<file path="config.mk">
export PLATFORM = sky130hd
export DESIGN_NAME = bnn_seq_engine
export DESIGN_NICKNAME = d
export VERILOG_FILES = /design/src/rtl/bnn_seq_engine.sv
export SDC_FILE = /design/constraint.sdc
export NUM_CORES = 1
export LEC_CHECK = 0
export CORE_MARGIN = 2
export CORE_UTILIZATION = 55
export CTS_CLUSTER_DIAMETER = 100
export DETAILED_ROUTE_END_ITERATION = 6
export GPL_TIMING_DRIVEN = 0
export PLACE_DENSITY_LB_ADDON = 0.05
export SLEW_MARGIN = 25
export SYNTH_ARGS = -nofsm -noshare
export SYNTH_HDL_FRONTEND = slang
export SYNTH_SLANG_ARGS = --single-unit
export TNS_END_PERCENT = 50
</file>
<file path="constraint.sdc">
create_clock -name Clk -period 8.4 [get_ports Clk]
set_input_delay 2.52 -clock Clk [delete_from_list [all_inputs] [get_ports Clk]]
set_output_delay 2.52 -clock Clk [all_outputs]
set_load 0.01 [all_outputs]
</file>
<file path="src/rtl/bnn_seq_engine.sv">
// ---------------------------------------------------------------------------
// bnn_seq_engine
// Two-layer (N_IN -> N_HID -> 1) step-activation perceptron with run-time
// loadable signed weights and biases. One multiply-accumulate term is folded
// into a saturating accumulator per clock by a small FSM:
//   IDLE -> HID (N_HID*N_IN cycles) -> OUT (N_HID cycles) -> DONE -> IDLE.
// DONE spends one cycle settling before out_valid rises. This gives
// N_HID*N_IN + N_HID + 1 cycles from the accept edge to out_valid.
//
// Ports
//   Clk, Reset            clock, synchronous active-high reset
//   in_valid/in_ready/x   binary input vector handshake
//   out_valid/out_ready   result handshake; out = network bit,
//   out, hid, ovf         hid = hidden activations (bit h = neuron h),
//                         ovf = saturation seen in the last inference
//   busy                  FSM not in IDLE
//   cfg_we/addr/data      parameter write port (IDLE or DONE only)
//   cfg_err               one-cycle pulse when a write is dropped
// Parameter map: w(h,i) @ h*N_IN+i, wo(h) @ N_HID*N_IN+h,
//                hb(h) @ N_HID*N_IN+N_HID+h, output bias @ last address.
// ---------------------------------------------------------------------------
module bnn_seq_engine #(
    parameter int N_IN  = 2,
    parameter int N_HID = 2,
    parameter int W     = 16,
    parameter int ACC_W = 24,
    localparam int AW   = $clog2(N_HID * N_IN + 2 * N_HID + 1)
) (
    input  logic                Clk,
    input  logic                Reset,
    input  logic                in_valid,
    output logic                in_ready,
    input  logic [N_IN-1:0]     x,
    output logic                out_valid,
    input  logic                out_ready,
    output logic                out,
    output logic [N_HID-1:0]    hid,
    output logic                ovf,
    output logic                busy,
    input  logic                cfg_we,
    input  logic [AW-1:0]       cfg_addr,
    input  logic signed [W-1:0] cfg_data,
    output logic                cfg_err
);
    localparam int NHI = N_HID * N_IN;
    localparam int NE  = NHI + 2 * N_HID + 1;
    localparam int HB0 = NHI + N_HID;
    localparam int SW  = ACC_W + 1;
    localparam int HW  = (N_HID > 1) ? $clog2(N_HID) : 1;
    localparam int IW  = (N_IN > 1) ? $clog2(N_IN) : 1;

    typedef enum logic [1:0] {
        S_IDLE = 2'd0,
        S_HID  = 2'd1,
        S_OUT  = 2'd2,
        S_DONE = 2'd3
    } state_t;

    // Saturating signed add; returns {saturated, clamped_sum}.
    function automatic logic [ACC_W:0] sat_add(input logic signed [ACC_W-1:0] a,
                                               input logic signed [W-1:0] b);
        logic signed [SW-1:0] wide;
        logic [ACC_W:0]       res;
        wide = SW'(a) + SW'(b);
        if (wide[ACC_W] != wide[ACC_W-1]) begin
            if (wide[ACC_W]) begin
                res = {1'b1, 1'b1, {(ACC_W-1){1'b0}}};
            end else begin
                res = {1'b1, 1'b0, {(ACC_W-1){1'b1}}};
            end
        end else begin
            res = {1'b0, wide[ACC_W-1:0]};
        end
        return res;
    endfunction

    state_t                  state_r, state_nxt_s;
    logic signed [W-1:0]     prm_r [NE];
    logic [N_IN-1:0]         x_r;
    logic signed [ACC_W-1:0] acc_r;
    logic [HW-1:0]           h_r;
    logic [IW-1:0]           i_r;
    logic [N_HID-1:0]        hid_r;
    logic                    out_r, ovf_r, out_valid_r, in_ready_r, busy_r, cfg_err_r;

    logic                    accept_s, cfg_ok_s, last_i_s, last_h_s, gate_s, sat_s;
    logic [AW-1:0]           op_idx_s, bias_idx_s;
    logic signed [W-1:0]     term_s, hb0_s;
    logic [ACC_W:0]          add_s;
    logic signed [ACC_W-1:0] sum_s;

    // Operand selection, saturating sum and config-write qualification
    always_comb begin
        accept_s   = (state_r == S_IDLE) && in_valid;
        cfg_ok_s   = cfg_we && ((state_r == S_IDLE) || (state_r == S_DONE))
                     && (int'(cfg_addr) < NE);
        last_i_s   = (int'(i_r) == N_IN - 1);
        last_h_s   = (int'(h_r) == N_HID - 1);
        // Output bias sits right after the last hidden bias, so h+1 covers both cases.
        bias_idx_s = AW'(HB0 + 1 + int'(h_r));
        if (state_r == S_OUT) begin
            op_idx_s = AW'(NHI + int'(h_r));
            gate_s   = hid_r[h_r];
        end else begin
            op_idx_s = AW'(int'(h_r) * N_IN + int'(i_r));
            gate_s   = x_r[i_r];
        end
        if (gate_s) begin
            term_s = prm_r[op_idx_s];
        end else begin
            term_s = {W{1'b0}};
        end
        add_s = sat_add(acc_r, term_s);
        sat_s = add_s[ACC_W];
        sum_s = add_s[ACC_W-1:0];
        // A write to hidden bias 0 on the accept edge must reach this inference.
        if (cfg_ok_s && (int'(cfg_addr) == HB0)) begin
            hb0_s = cfg_data;
        end else begin
            hb0_s = prm_r[HB0];
        end
    end

    // Next-state logic
    always_comb begin
        state_nxt_s = state_r;
        case (state_r)
            S_IDLE: begin
                if (accept_s) state_nxt_s = S_HID;
                else          state_nxt_s = S_IDLE;
            end
            S_HID: begin
                if (last_i_s && last_h_s) state_nxt_s = S_OUT;
                else                      state_nxt_s = S_HID;
            end
            S_OUT: begin
                if (last_h_s) state_nxt_s = S_DONE;
                else          state_nxt_s = S_OUT;
            end
            S_DONE: begin
                if (out_valid_r && out_ready) state_nxt_s = S_IDLE;
                else                          state_nxt_s = S_DONE;
            end
            default: state_nxt_s = S_IDLE;
        endcase
    end

    // State register
    always_ff @(posedge Clk) begin
        if (Reset) state_r <= S_IDLE;
        else       state_r <= state_nxt_s;
    end

    // Parameter file, accumulator, counters and registered outputs
    always_ff @(posedge Clk) begin
        if (Reset) begin
            for (int k = 0; k < NE; k++) prm_r[k] <= {W{1'b0}};
            x_r         <= {N_IN{1'b0}};
            acc_r       <= {ACC_W{1'b0}};
            h_r         <= {HW{1'b0}};
            i_r         <= {IW{1'b0}};
            hid_r       <= {N_HID{1'b0}};
            out_r       <= 1'b0;
            ovf_r       <= 1'b0;
            out_valid_r <= 1'b0;
            in_ready_r  <= 1'b1;
            busy_r      <= 1'b0;
            cfg_err_r   <= 1'b0;
        end else begin
            cfg_err_r  <= cfg_we && !cfg_ok_s;
            if (cfg_ok_s) prm_r[cfg_addr] <= cfg_data;
            in_ready_r <= (state_nxt_s == S_IDLE);
            busy_r     <= (state_nxt_s != S_IDLE);
            case (state_r)
                S_IDLE: begin
                    if (accept_s) begin
                        x_r   <= x;
                        ovf_r <= 1'b0;
                        acc_r <= ACC_W'(hb0_s);
                        h_r   <= {HW{1'b0}};
                        i_r   <= {IW{1'b0}};
                    end
                end
                S_HID: begin
                    ovf_r <= ovf_r | sat_s;
                    if (last_i_s) begin
                        hid_r[h_r] <= ~sum_s[ACC_W-1];
                        acc_r      <= ACC_W'(prm_r[bias_idx_s]);
                        i_r        <= {IW{1'b0}};
                        if (last_h_s) h_r <= {HW{1'b0}};
                        else          h_r <= h_r + HW'(1);
                    end else begin
                        acc_r <= sum_s;
                        i_r   <= i_r + IW'(1);
                    end
                end
                S_OUT: begin
                    ovf_r <= ovf_r | sat_s;
                    acc_r <= sum_s;
                    if (last_h_s) out_r <= ~sum_s[ACC_W-1];
                    else          h_r   <= h_r + HW'(1);
                end
                S_DONE: begin
                    // First DONE cycle raises out_valid; the handshake drops it.
                    if (!out_valid_r)   out_valid_r <= 1'b1;
                    else if (out_ready) out_valid_r <= 1'b0;
                    else                out_valid_r <= 1'b1;
                end
                default: out_valid_r <= 1'b0;
            endcase
        end
    end

    assign in_ready  = in_ready_r;
    assign out_valid = out_valid_r;
    assign out       = out_r;
    assign hid       = hid_r;
    assign ovf       = ovf_r;
    assign busy      = busy_r;
    assign cfg_err   = cfg_err_r;

endmodule
</file>
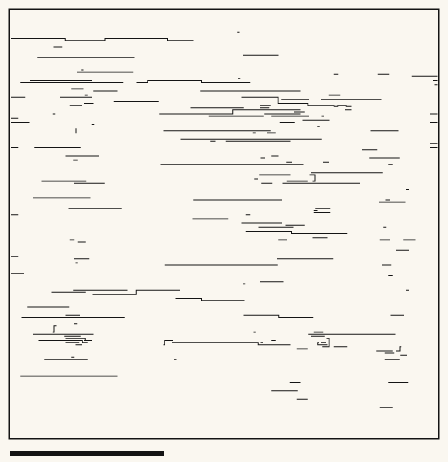
(run_1/met3.png)
Scale bar: 50 um.
longest straight run = 46.0 um
wire length on this layer = 1500 um
main direction = horizontal

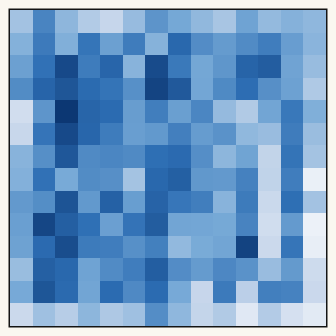
(run_1/density.png)
14 x 14 tiles, from white (low) to dark blue (high), 0 to 100% covered.
tiles over 75% full = 19%
emptiest ninth of the die = lower right
fullest tile = 97%
mean over tiles = 57%

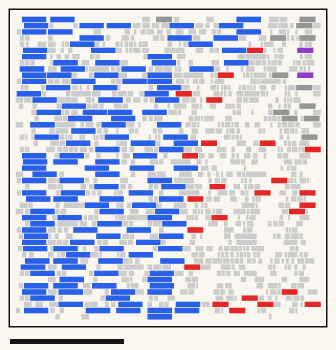
(run_1/registers.png)
Scale bar: 50 um.
x_r -> purple  # sequential cells 2
acc_r -> red  # sequential cells 24
prm_r -> blue  # sequential cells 144
not coloured = 12

==> out/summary.txt, run 1 <==
status - complete, no violations
number of synthesized flops with an enable pin - 144
switching share of power - 28.3%
Cell Pwr Density - 186 nW/um^2
fp util - 55.8%
RSZ-0062 raised after global routing - no
reg2reg end - acc_r[3]$_SDFFE_PP0P_
met2 GRT Util - 48.0%
critical path buffer and inverter count - 6
share of cells above drive strength 1 - 9.89%
Yosys chip area - 9990 um^2
DR WL met2 - 13.4 mm
hold crit path type - flop to flop
relative slew slack - 29.3%
Chip Height - 139 um
CP Class - flop to flop
Least-Margin Pin Slew - 1.05 ns
yosys warns - 0
dpl hpwl - 19.9 mm
CP Depth - 18
die width - 139 um
Leakage - 4.24 nW
Comb gate area - 4650 um^2
WP data required - 8.76 ns
flop share of the area - 45.1%
Non-clock buffer share - 5.19%
post-cts sizing count - 0
CTS sink count - 182
Seq power - 1.02 mW
hold_buf cts - 0
Internal Pwr Total - 1.50 mW
most frequent cells after synthesis - 144 x edfxtp_1, 131 x and2_1, 53 x mux2i_1, 53 x nor2_1, 51 x a211oi_1
Post-CTS Setup Bufs - 0
R2R cell count - 18
WHS Path Cells - 2
CP peak stage delay - 0.74 ns
min-delay src - x_r[1]$_SDFFE_PP0P_
cycle use final - 68.4%
final WL - 27.2 mm
clock-cell share of area - 5.50%
pin count of the biggest net entering global routing - 22
met3 wire len - 1.50 mm
biggest registers after layout - prm_r x144, acc_r x24
overall power - 2.09 mW
Area Growth Syn to Fin - 12.7%
FFs & Latches - 182
IO Count - 35
tool warnings - 30
mux frac, synth - 8.38%
Cell Type Count - 60
Biggest register - prm_r
clock buf count - 17
CP Capture Type - flop
Final Max Tran Viols - 0
final cell count without fillers - 1200
Final #Nets - 1015
core area - 17900 um^2
Mapped Cells - 903
worst vdd ir - 0.145 mV
adder share - 3.83%
Top Consumer - sequential cells
WHS - 0.459 ns
--- run 2 (diff from run 1) ---
Clock period 8.4 ns to 5.9 ns, I/O delays scaled along.
==> out/summary.txt, run 2 <==
Core Rows - 49
Non-clk bufs - 90
Final ANT Viol Nets - 0
combinational power - 0.330 mW
Top Consumer - sequential cells
most frequent cells after synthesis - 144 x edfxtp_1, 131 x and2_1, 53 x mux2i_1, 53 x nor2_1, 51 x a211oi_1
met2 GRT Util - 48.0% (unchanged)
# Cells Yosys - 903
final WL - 27.2 mm (unchanged)
tool warnings - 30 (unchanged)
initial antenna violation count - 0
Cell Pwr Density - 264 nW/um^2 (+42%)
Biggest register - prm_r
max_cap viols - 0
Yosys chip area - 9990 um^2 (unchanged)
Area leader share - 43.3%
CTS sink count - 182 (unchanged)
switching share of power - 28.3% (about the same)
yosys warns - 0 (unchanged)
WL/cell - 22.7 um
pin count of the biggest net entering global routing - 22 (unchanged)
Least-Margin Pin Slew - 1.05 ns (unchanged)
XOR/XNOR Area Share - 1.75%
WHS - 0.459 ns (unchanged)
dpl ws - 0.276 ns
post-cts sizing count - 0 (unchanged)
Leakage - 4.24 nW (unchanged)
Cell Type Count - 60 (unchanged)
Worst setup endpoint - acc_r[3]$_SDFFE_PP0P_
Area Growth Syn to Fin - 12.7% (unchanged)
hold crit path type - flop to flop
placed insts - 1168
Internal Pwr Total - 2.13 mW (+42%)
cycle use final - 97.4% (+29 points)
CP Capture Type - flop
Crit Reg-Reg Startpoint - h_r$_SDFFE_PP0P_
reg2reg end - acc_r[3]$_SDFFE_PP0P_
most common logic cell in the routed design - edfxtp_1
Final #Nets - 1015 (unchanged)
WL met1 - 11.4 mm
Root Driver - clkbuf_16
hold_buf cts - 0 (unchanged)
IO Count - 35 (unchanged)
clock buf count - 17 (unchanged)
Flops after synth - 182
critical path buffer and inverter count - 6 (unchanged)
clock-net power - 1.19 mW
Top Layout Cells - 144 x edfxtp_1, 131 x and2_1, 53 x mux2i_1, 53 x nor2_1, 50 x a211oi_1
routed vias/inst - 6.19
Iter 0 DRT Violations - 623
Largest register FFs - 144
RSZ-0062 raised after global routing - no
top comb family, area - simple AND/OR/NAND/NOR gates
gr usage total - 28.5%
share of cells above drive strength 1 - 9.89% (unchanged)
Comb gate area - 4650 um^2 (unchanged)
R2R cell count - 18 (unchanged)
Comb area share - 41.3%
WP data required - 6.26 ns (-2.50 ns)
CP Depth - 18 (unchanged)
CP Class - flop to flop
CP Max Fanout - 10
core area - 17900 um^2 (unchanged)
global placement routability congestion - 0.937
overall power - 2.98 mW (+42%)
M3 GR Usage - 4.42%
final cell count without fillers - 1200 (unchanged)
DR WL met2 - 13.4 mm (unchanged)
dpl hpwl - 19.9 mm (unchanged)
met3 wire len - 1.50 mm (unchanged)
critical-path cell list - clkbuf_1 > buf_2 > buf_1 > buf_2 > mux2i_1 > a211oi_1 > ha_1 > inv_1 > fa_1 > nand2b_1 > a21oi_1 > o2111ai_1 > o211ai_1 > o21ai_0 > mux2i_1 > buf_4 > o221ai_1 > a211oi_1
worst vdd ir - 0.207 mV (+42%)
biggest registers after layout - prm_r x144, acc_r x24
Non-clock buffer share - 5.19% (unchanged)
final hold vios - 0
adder share - 3.83% (unchanged)
Reg area - 5080 um^2
CP peak stage delay - 0.74 ns (about the same)
sequential power share - 49.0%
Synth area leader - edfxtp_1
Nets at Floorplan - 960
Highest Signal Layer - met4
vias in the first global route - 7404
crit path max-delay cell type - buf_1
mux frac, synth - 8.38% (unchanged)
die width - 139 um (unchanged)
WHS Endpoint - x_r[1]$_SDFFE_PP0P_
gr ovfl total - 0
Post-CTS Setup Bufs - 0 (unchanged)
setup TNS - 0 ns
Mapped Cells - 903 (unchanged)
final worst slack - 0.153 ns
status - complete, no violations
clock-cell share of area - 5.50% (unchanged)
AO/OA Area Share - 15.5%
fp util - 55.8% (unchanged)
drt pass-1 iters - 5
Final Max Tran Viols - 0 (unchanged)
WHS Path Cells - 2 (unchanged)
Die Area - 19300 um^2
Clk pin slew, worst setup/hold paths - 0.08 ns
simple logic cell fraction of the synthesized area - 17.0%
most used standard cell by instance count after synthesis - edfxtp_1
number of synthesized flops with an enable pin - 144 (unchanged)
Chip Height - 139 um (unchanged)
Seq power - 1.46 mW (+43%)
relative slew slack - 29.3% (unchanged)
via count - 7425
Max Freq - 174 MHz
tap cell instance count - 229
CP startpoint kind - flop
crit path DAT - 6.10 ns
min-delay src - x_r[1]$_SDFFE_PP0P_
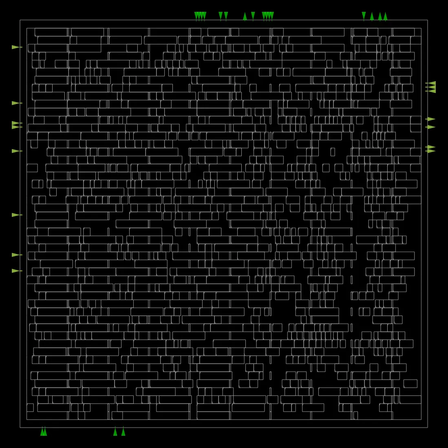
(run_2/final_placement.png)
FFs & Latches: 182
flop share of the area: 45.1%

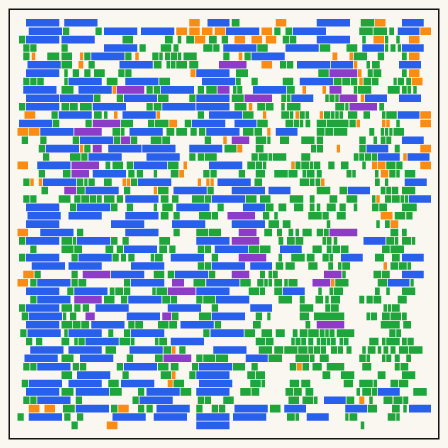
(run_2/cell_classes.png)
clock drivers and dummy loads -> purple  # cells 32
flip-flops -> blue  # cells 182
all other logic -> green  # cells 667
other buffers and delay cells -> orange  # cells 90

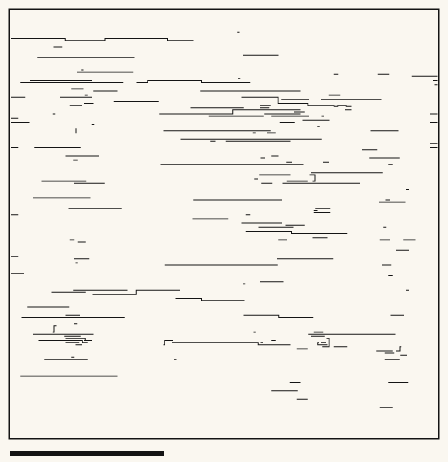
(run_2/met3.png)
Scale bar: 50 um.
longest straight run = 46.0 um
wire length on this layer = 1500 um
nets with wire on the layer = 104
main direction = horizontal

--- run 3 (diff from run 2) ---
Settings changed: CORE_UTILIZATION 55 to 40.
==> out/summary.txt, run 3 <==
WHS Endpoint - acc_r[2]$_SDFFE_PP0P_
gr ovfl total - 0 (unchanged)
Highest Signal Layer - met4
RSZ-0062 raised after global routing - no
Post-CTS Setup Bufs - 0 (unchanged)
setup TNS - 0 ns (unchanged)
Max Freq - 178 MHz (+2.6%)
WHS Path Cells - 2 (unchanged)
Root Driver - clkbuf_16
via count - 7078 (-4.7%)
pin count of the biggest net entering global routing - 20 (-9.1%)
Worst setup endpoint - acc_r[3]$_SDFFE_PP0P_
Comb gate area - 4650 um^2 (unchanged)
gr usage total - 21.9% (-6.6 points)
dpl hpwl - 20.4 mm (+2.1%)
drt pass-1 iters - 7 (+2)
hold crit path type - flop to flop
cycle use final - 95.0% (-2.5 points)
Die Area - 26300 um^2 (+36%)
Cell Pwr Density - 258 nW/um^2 (-2.5%)
relative slew slack - 39.4% (+10 points)
Flops after synth - 182 (unchanged)
CTS sink count - 182 (unchanged)
share of cells above drive strength 1 - 9.89% (unchanged)
sequential power share - 49.8% (+0.8 points)
status - complete, no violations
worst vdd ir - 0.145 mV (-30%)
WP data required - 6.24 ns (-0.02 ns)
Area leader share - 43.3% (unchanged)
Biggest register - prm_r
Mapped Cells - 903 (unchanged)
fp util - 41.0% (-15 points)
critical-path cell list - clkbuf_1 > buf_2 > buf_1 > mux2i_1 > nor2_1 > a211oi_1 > a211oi_1 > ha_1 > o211ai_1 > o211ai_2 > nand2_2 > o41ai_4 > a31o_4 > mux2i_1 > buf_4 > o221ai_1 > a211oi_1
clock-net power - 1.14 mW (-4%)
WHS - 0.456 ns (-0.00338 ns)
XOR/XNOR Area Share - 1.75% (unchanged)
final cell count without fillers - 1295 (+7.9%)
Chip Height - 162 um (+17%)
crit path max-delay cell type - buf_1
core area - 24400 um^2 (+36%)
simple logic cell fraction of the synthesized area - 17.0% (unchanged)
Synth area leader - edfxtp_1
Largest register FFs - 144 (unchanged)
final WL - 27.8 mm (+1.9%)
global placement routability congestion - 0.848 (-9.5%)
met3 wire len - 961 um (-36%)
clock buf count - 18 (+1)
Comb area share - 41.0% (-0.31 points)
Least-Margin Pin Slew - 0.910 ns (-0.142 ns)
FFs & Latches - 182 (unchanged)
crit path DAT - 5.94 ns (-0.16 ns)
Non-clock buffer share - 5.16% (-0.027 points)
final hold vios - 0 (unchanged)
Area Growth Syn to Fin - 13.5%
Cell Type Count - 60 (unchanged)
CP Class - flop to flop
initial antenna violation count - 0 (unchanged)
# Cells Yosys - 903 (unchanged)
Yosys chip area - 9990 um^2 (unchanged)
Crit Reg-Reg Startpoint - h_r$_SDFFE_PP0P_
most common logic cell in the routed design - edfxtp_1
R2R cell count - 17 (-1)
Leakage - 4.24 nW (-0.21%)
Final #Nets - 1015 (unchanged)
adder share - 3.83% (unchanged)
switching share of power - 27.4% (-0.86 points)
top comb family, area - simple AND/OR/NAND/NOR gates
Final ANT Viol Nets - 0 (unchanged)
WL/cell - 21.4 um (-5.6%)
M3 GR Usage - 3.04% (-1.4 points)
critical path buffer and inverter count - 4 (-2)
most used standard cell by instance count after synthesis - edfxtp_1
Iter 0 DRT Violations - 413 (-34%)
biggest registers after layout - prm_r x144, acc_r x24
Top Consumer - sequential cells
CP startpoint kind - flop
IO Count - 35 (unchanged)
die width - 162 um (+17%)
mux frac, synth - 8.38% (unchanged)
vias in the first global route - 7106 (-4.0%)
Nets at Floorplan - 960 (unchanged)
routed vias/inst - 5.47 (-12%)
final worst slack - 0.297 ns (+0.145 ns)
dpl ws - 0.281 ns (+0.00463 ns)
Internal Pwr Total - 2.12 mW (-0.57%)
met2 GRT Util - 36.8% (-11 points)
CP Depth - 17 (-1)
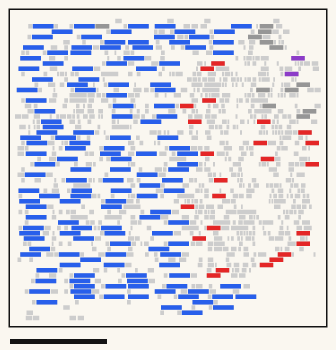
(run_3/registers.png)
Scale bar: 50 um.
x_r -> purple  # sequential cells 2
prm_r -> blue  # sequential cells 144
acc_r -> red  # sequential cells 24
not coloured = 12

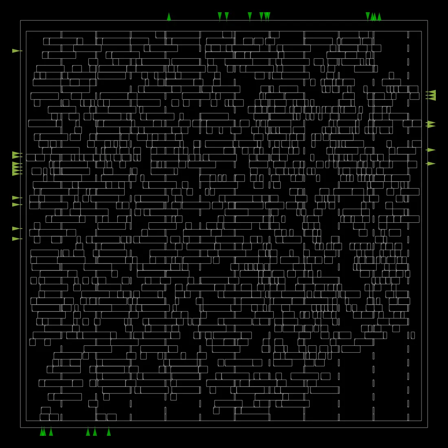
(run_3/final_placement.png)
tap cell instance count: 324
Core Rows: 57
Fillers: 2326
flop share of the area: 44.8%

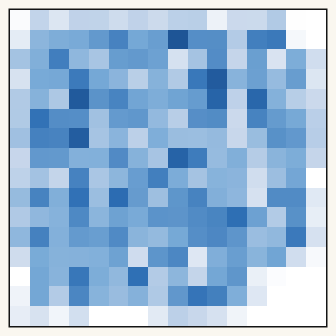
(run_3/density.png)
16 x 16 tiles, from white (low) to dark blue (high), 0 to 100% covered.
tiles over 75% full = 3.1%
nearly empty tiles = 7.0%
mean over tiles = 42%

Power and IR drop assume default switching activity.
